<file path="config.mk">
export PLATFORM = sky130hd
export DESIGN_NAME = uart_rx_fifo
export DESIGN_NICKNAME = d
export VERILOG_FILES = /design/src/rtl/uart_pkg.sv /design/src/rtl/uart_char_timer.sv /design/src/rtl/uart_rx_fifo.sv
export SDC_FILE = /design/constraint.sdc
export NUM_CORES = 1
export LEC_CHECK = 0
export CORE_UTILIZATION = 65
export DETAILED_ROUTE_END_ITERATION = 10
export GPL_TIMING_DRIVEN = 0
export PLACE_DENSITY = 0.83
export SKIP_CTS_REPAIR_TIMING = 1
export SLEW_MARGIN = 20
export SYNTH_ARGS = -nofsm -noshare
export SYNTH_HDL_FRONTEND = slang
export SYNTH_SLANG_ARGS = --single-unit
export TNS_END_PERCENT = 10
</file>
<file path="constraint.sdc">
create_clock -name clk -period 5.5 [get_ports clk]
set_input_delay 0.55 -clock clk [delete_from_list [all_inputs] [get_ports clk]]
set_output_delay 0.55 -clock clk [all_outputs]
set_load 0.01 [all_outputs]
</file>
<file path="src/rtl/uart_pkg.sv">
// Shared UART receive-path definitions: frame timing constants, timer states, FIFO entry.
package uart_pkg;

    localparam int unsigned DEFAULT_BAUD_DIVISOR = 1085;
    localparam int unsigned UART_FRAME_BITS      = 10;

    typedef enum logic {
        TMR_DISARMED = 1'b0,
        TMR_COUNTING = 1'b1
    } timer_state_t;

    typedef struct packed {
        logic       error;
        logic [7:0] data;
    } rx_entry_t;

endpackage

</file>
<file path="src/rtl/uart_char_timer.sv">
// Character-time idle detector: bit ticks from a cycle counter, one pulse after a quiet gap.
module uart_char_timer
    import uart_pkg::*;
#(
    parameter int unsigned TIMEOUT_CHARS   = 4,
    parameter int unsigned DEFAULT_DIVISOR = DEFAULT_BAUD_DIVISOR
) (
    input  logic        clk,
    input  logic        rst_n,
    input  logic        push,
    input  logic        empty,
    input  logic [15:0] divisor,
    input  logic        flush,
    output logic        timeout
);

    localparam int unsigned BIT_LIMIT = TIMEOUT_CHARS * UART_FRAME_BITS;
    localparam int unsigned BW        = $clog2(BIT_LIMIT + 1);

    timer_state_t   state, state_next;
    logic [15:0]    cyc, cyc_next;
    logic [BW-1:0]  bits, bits_next;
    logic           timeout_next;
    logic [15:0]    period;
    logic           tick;

    // A zero divisor selects the built-in bit period.
    assign period = (divisor == 16'd0) ? 16'(DEFAULT_DIVISOR) : divisor;
    assign tick   = (cyc == period - 16'd1);

    // State and counter registers.
    always_ff @(posedge clk or negedge rst_n) begin
        if (!rst_n) begin
            state   <= TMR_DISARMED;
            cyc     <= 16'd0;
            bits    <= '0;
            timeout <= 1'b0;
        end else begin
            state   <= state_next;
            cyc     <= cyc_next;
            bits    <= bits_next;
            timeout <= timeout_next;
        end
    end

    // Next state: flush beats push, push restarts the gap, draining disarms silently.
    always_comb begin
        state_next   = state;
        cyc_next     = cyc;
        bits_next    = bits;
        timeout_next = 1'b0;
        if (flush) begin
            state_next = TMR_DISARMED;
            cyc_next   = 16'd0;
            bits_next  = '0;
        end else if (push) begin
            state_next = TMR_COUNTING;
            cyc_next   = 16'd0;
            bits_next  = '0;
        end else begin
            case (state)
                TMR_COUNTING: begin
                    if (empty) begin
                        state_next = TMR_DISARMED;
                        cyc_next   = 16'd0;
                        bits_next  = '0;
                    end else if (tick) begin
                        cyc_next = 16'd0;
                        if (bits == BW'(BIT_LIMIT - 1)) begin
                            timeout_next = 1'b1;
                            state_next   = TMR_DISARMED;
                            bits_next    = '0;
                        end else begin
                            bits_next = bits + BW'(1);
                        end
                    end else begin
                        cyc_next = cyc + 16'd1;
                    end
                end
                default: begin
                    state_next = TMR_DISARMED;
                end
            endcase
        end
    end

endmodule

</file>
<file path="src/rtl/uart_rx_fifo.sv">
// Receive FIFO for a UART: first-word-fall-through queue with overflow flag and idle timeout.
module uart_rx_fifo #(
    parameter int unsigned DEPTH                = 64,
    parameter int unsigned TIMEOUT_CHARS        = 4,
    parameter int unsigned DEFAULT_BAUD_DIVISOR = uart_pkg::DEFAULT_BAUD_DIVISOR
) (
    input  logic                     clk,
    input  logic                     rst_n,
    input  logic                     soft_reset_request,
    input  logic [7:0]               rx_data,
    input  logic                     rx_valid,
    input  logic                     rx_error,
    input  logic [15:0]              baud_divisor,
    output logic [7:0]               m_data,
    output logic                     m_error,
    output logic                     m_valid,
    input  logic                     m_ready,
    output logic [$clog2(DEPTH):0]   level,
    output logic                     empty,
    output logic                     full,
    output logic                     overflow,
    input  logic                     overflow_clear,
    output logic                     idle_timeout
);

    import uart_pkg::*;

    localparam int unsigned AW = $clog2(DEPTH);
    localparam int unsigned LW = AW + 1;

    if (DEPTH < 4 || (DEPTH & (DEPTH - 1)) != 0) begin : g_depth_check
        $error("uart_rx_fifo: DEPTH must be a power of two, at least 4");
    end

    rx_entry_t       mem [DEPTH];
    rx_entry_t       head;
    logic [AW-1:0]   wptr, rptr;
    logic            push, pop, drop;

    assign empty   = (level == LW'(0));
    assign full    = (level == LW'(DEPTH));
    assign m_valid = !empty;
    assign pop     = m_valid && m_ready;
    assign push    = rx_valid && (!full || pop);
    assign drop    = rx_valid && full && !pop;

    // Head entry comes straight from storage; forced to zero when nothing is queued.
    assign head    = mem[rptr];
    assign m_data  = empty ? 8'd0 : head.data;
    assign m_error = empty ? 1'b0 : head.error;

    // Storage write; contents are don't-care until a pointer covers them.
    always_ff @(posedge clk) begin
        if (push && !soft_reset_request) begin
            mem[wptr] <= '{error: rx_error, data: rx_data};
        end
    end

    // Pointers, occupancy and sticky overflow.
    always_ff @(posedge clk or negedge rst_n) begin
        if (!rst_n) begin
            wptr     <= '0;
            rptr     <= '0;
            level    <= '0;
            overflow <= 1'b0;
        end else if (soft_reset_request) begin
            wptr     <= '0;
            rptr     <= '0;
            level    <= '0;
            overflow <= 1'b0;
        end else begin
            if (push) begin
                wptr <= wptr + AW'(1);
            end
            if (pop) begin
                rptr <= rptr + AW'(1);
            end
            if (push && !pop) begin
                level <= level + LW'(1);
            end else if (pop && !push) begin
                level <= level - LW'(1);
            end
            if (drop) begin
                overflow <= 1'b1;
            end else if (overflow_clear) begin
                overflow <= 1'b0;
            end
        end
    end

    uart_char_timer #(
        .TIMEOUT_CHARS   (TIMEOUT_CHARS),
        .DEFAULT_DIVISOR (DEFAULT_BAUD_DIVISOR)
    ) u_timer (
        .clk     (clk),
        .rst_n   (rst_n),
        .push    (push),
        .empty   (empty),
        .divisor (baud_divisor),
        .flush   (soft_reset_request),
        .timeout (idle_timeout)
    );

endmodule

</file>
==> highlights.md <==
* CP Buf/Inv Count: 3
* antenna diode instance count: 2
* TritonCTS clock tree: built
* worst hold endpoint: mem[33][7]
* mean instance size in the synthesized netlist: 19.8 µm²
* Floorplan Core Area: 38600 µm²
* setup TNS: 0 ps
* clock network power share: 35.2%
* worst slew margin relative to its limit: 24.2%
* power consumed by sequential cells: 5.23 mW
* Top cells by area: sky130_fd_sc_hd__edfxtp_1 (68%), sky130_fd_sc_hd__mux4_2 (17%), sky130_fd_sc_hd__dfrtp_1 (4.3%)
* inverter count of the layout excluding clock inverters: 12
* reported net switching power: 2.82 mW
* registers: 620
* Pre-antenna DRT Iters: 5
* most popular library cell in the synthesized design by count: sky130_fd_sc_hd__edfxtp_1
* total standard cell area after synthesis: 25400 µm²
* startpoint of the worst hold path: rx_data[7]
* combinational cell area excluding buffers and inverters: 6680 µm²
* total global routing track utilization: 32.2%
* status: finished clean
* most frequent cell on the critical path: sky130_fd_sc_hd__mux4_2
* path class of the lowest-slack min-delay path: primary input to flop
* clock tree skew after final layout: 11.7 ps
* largest reg by FF count: mem
* routing usage on met3: 8.53%
* DRT iter0 DRCs: 1904
* final clock period utilization by the worst path: 96.7%
* slew at the pin closest to its max-slew limit: 1130 ps
* met2 routed wirelength: 29400 µm
* maximum number of buffers from clock root to sink: 3
* full die area: 39900 µm²
* worst hold path cell count: 1
* highest metal layer with signal wires: met5
* vias in the first global route: 13800
* end-of-flow core utilization: 74.0%
* minimum clock period: 5320 ps
-- worst register-to-register path: cells and delay by family, from the launching register on --
kind	cells	cell delay [ps]
adders and majority gates	1	410
and+or+nand+nor	3	760
AOI/OAI and AO/OA	7	1860
xor gates and xnor gates	1	170
DFF	1	440
-- logic make-up (layout without fill, tap and decap cells) --
logic type | after synthesis | in the layout | synth area share (%)
flip-flops | 620 | 620 | 72.4
AND/OR/NAND/NOR | 267 | 267 | 5.40
multiplexers | 192 | 192 | 16.9
buffers and inverters | 85 | 252 | 1.39
AND-OR/OR-AND | 65 | 65 | 1.82
XOR/XNOR | 46 | 46 | 1.59
adder cells (fa/ha/maj) | 11 | 11 | 0.571
other | 0 | 2 | 0
**Local utilization**

20 x 20 tiles, from dark blue (low) to red (high), 0 to 100% covered.
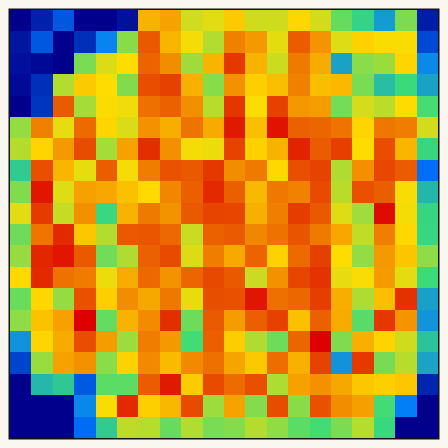
- mean over tiles: 70%
- tiles over 75% full: 57%
- fullest tile: 100%
- nearly empty tiles: 4.3%

**Routed metal, one colour a layer**

Scale bar: 50 µm.
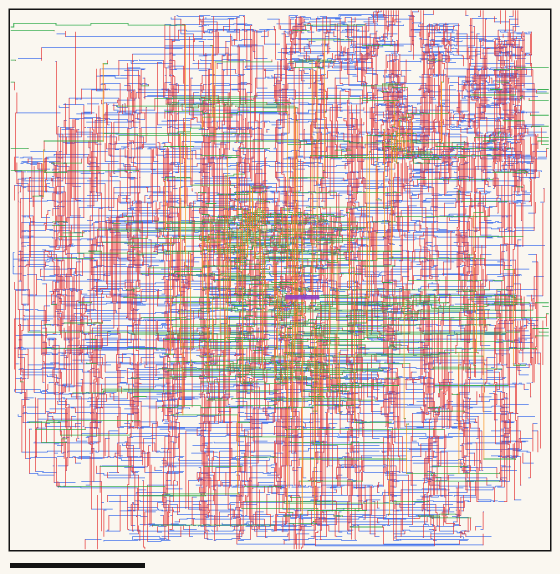
- red: met2 (wire length 29.4 mm)
- blue: met1 (wire length 22.0 mm)
- orange: met4 (wire length 2860 µm)
- green: met3 (wire length 7030 µm)
- purple: met5 (wire length 11.0 µm)

**Gate families picked out**

Scale bar: 50 µm.
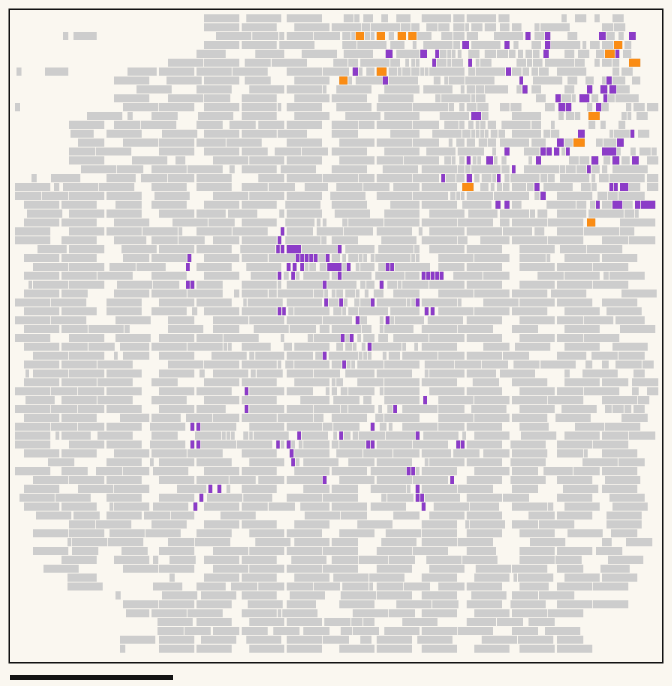
- purple: NOR gates (cells 142)
- orange: AND-OR and OR-AND gates (cells 13)

**Track usage over the die**

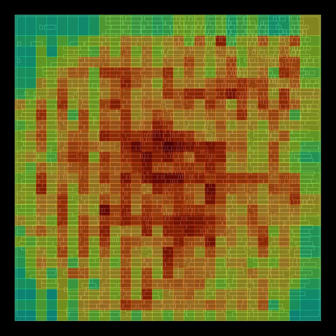
met2 track utilization from global routing: 51.0%
average wire per standard cell: 31.1 µm

**Clock network drawn from the DEF**

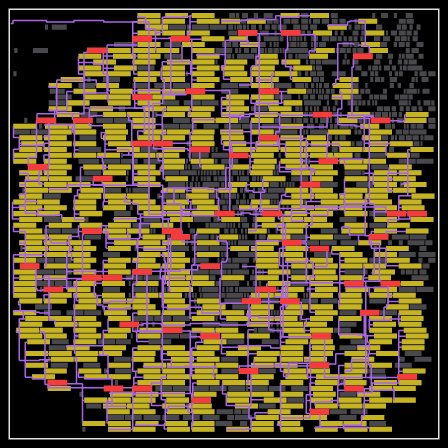
- yellow: flip-flops (count 620)
- purple: clock wires (length 6630 µm)
- red: cells driving clock nets (count 57)
- flops lie: widely spread

Power and IR drop assume default switching activity.
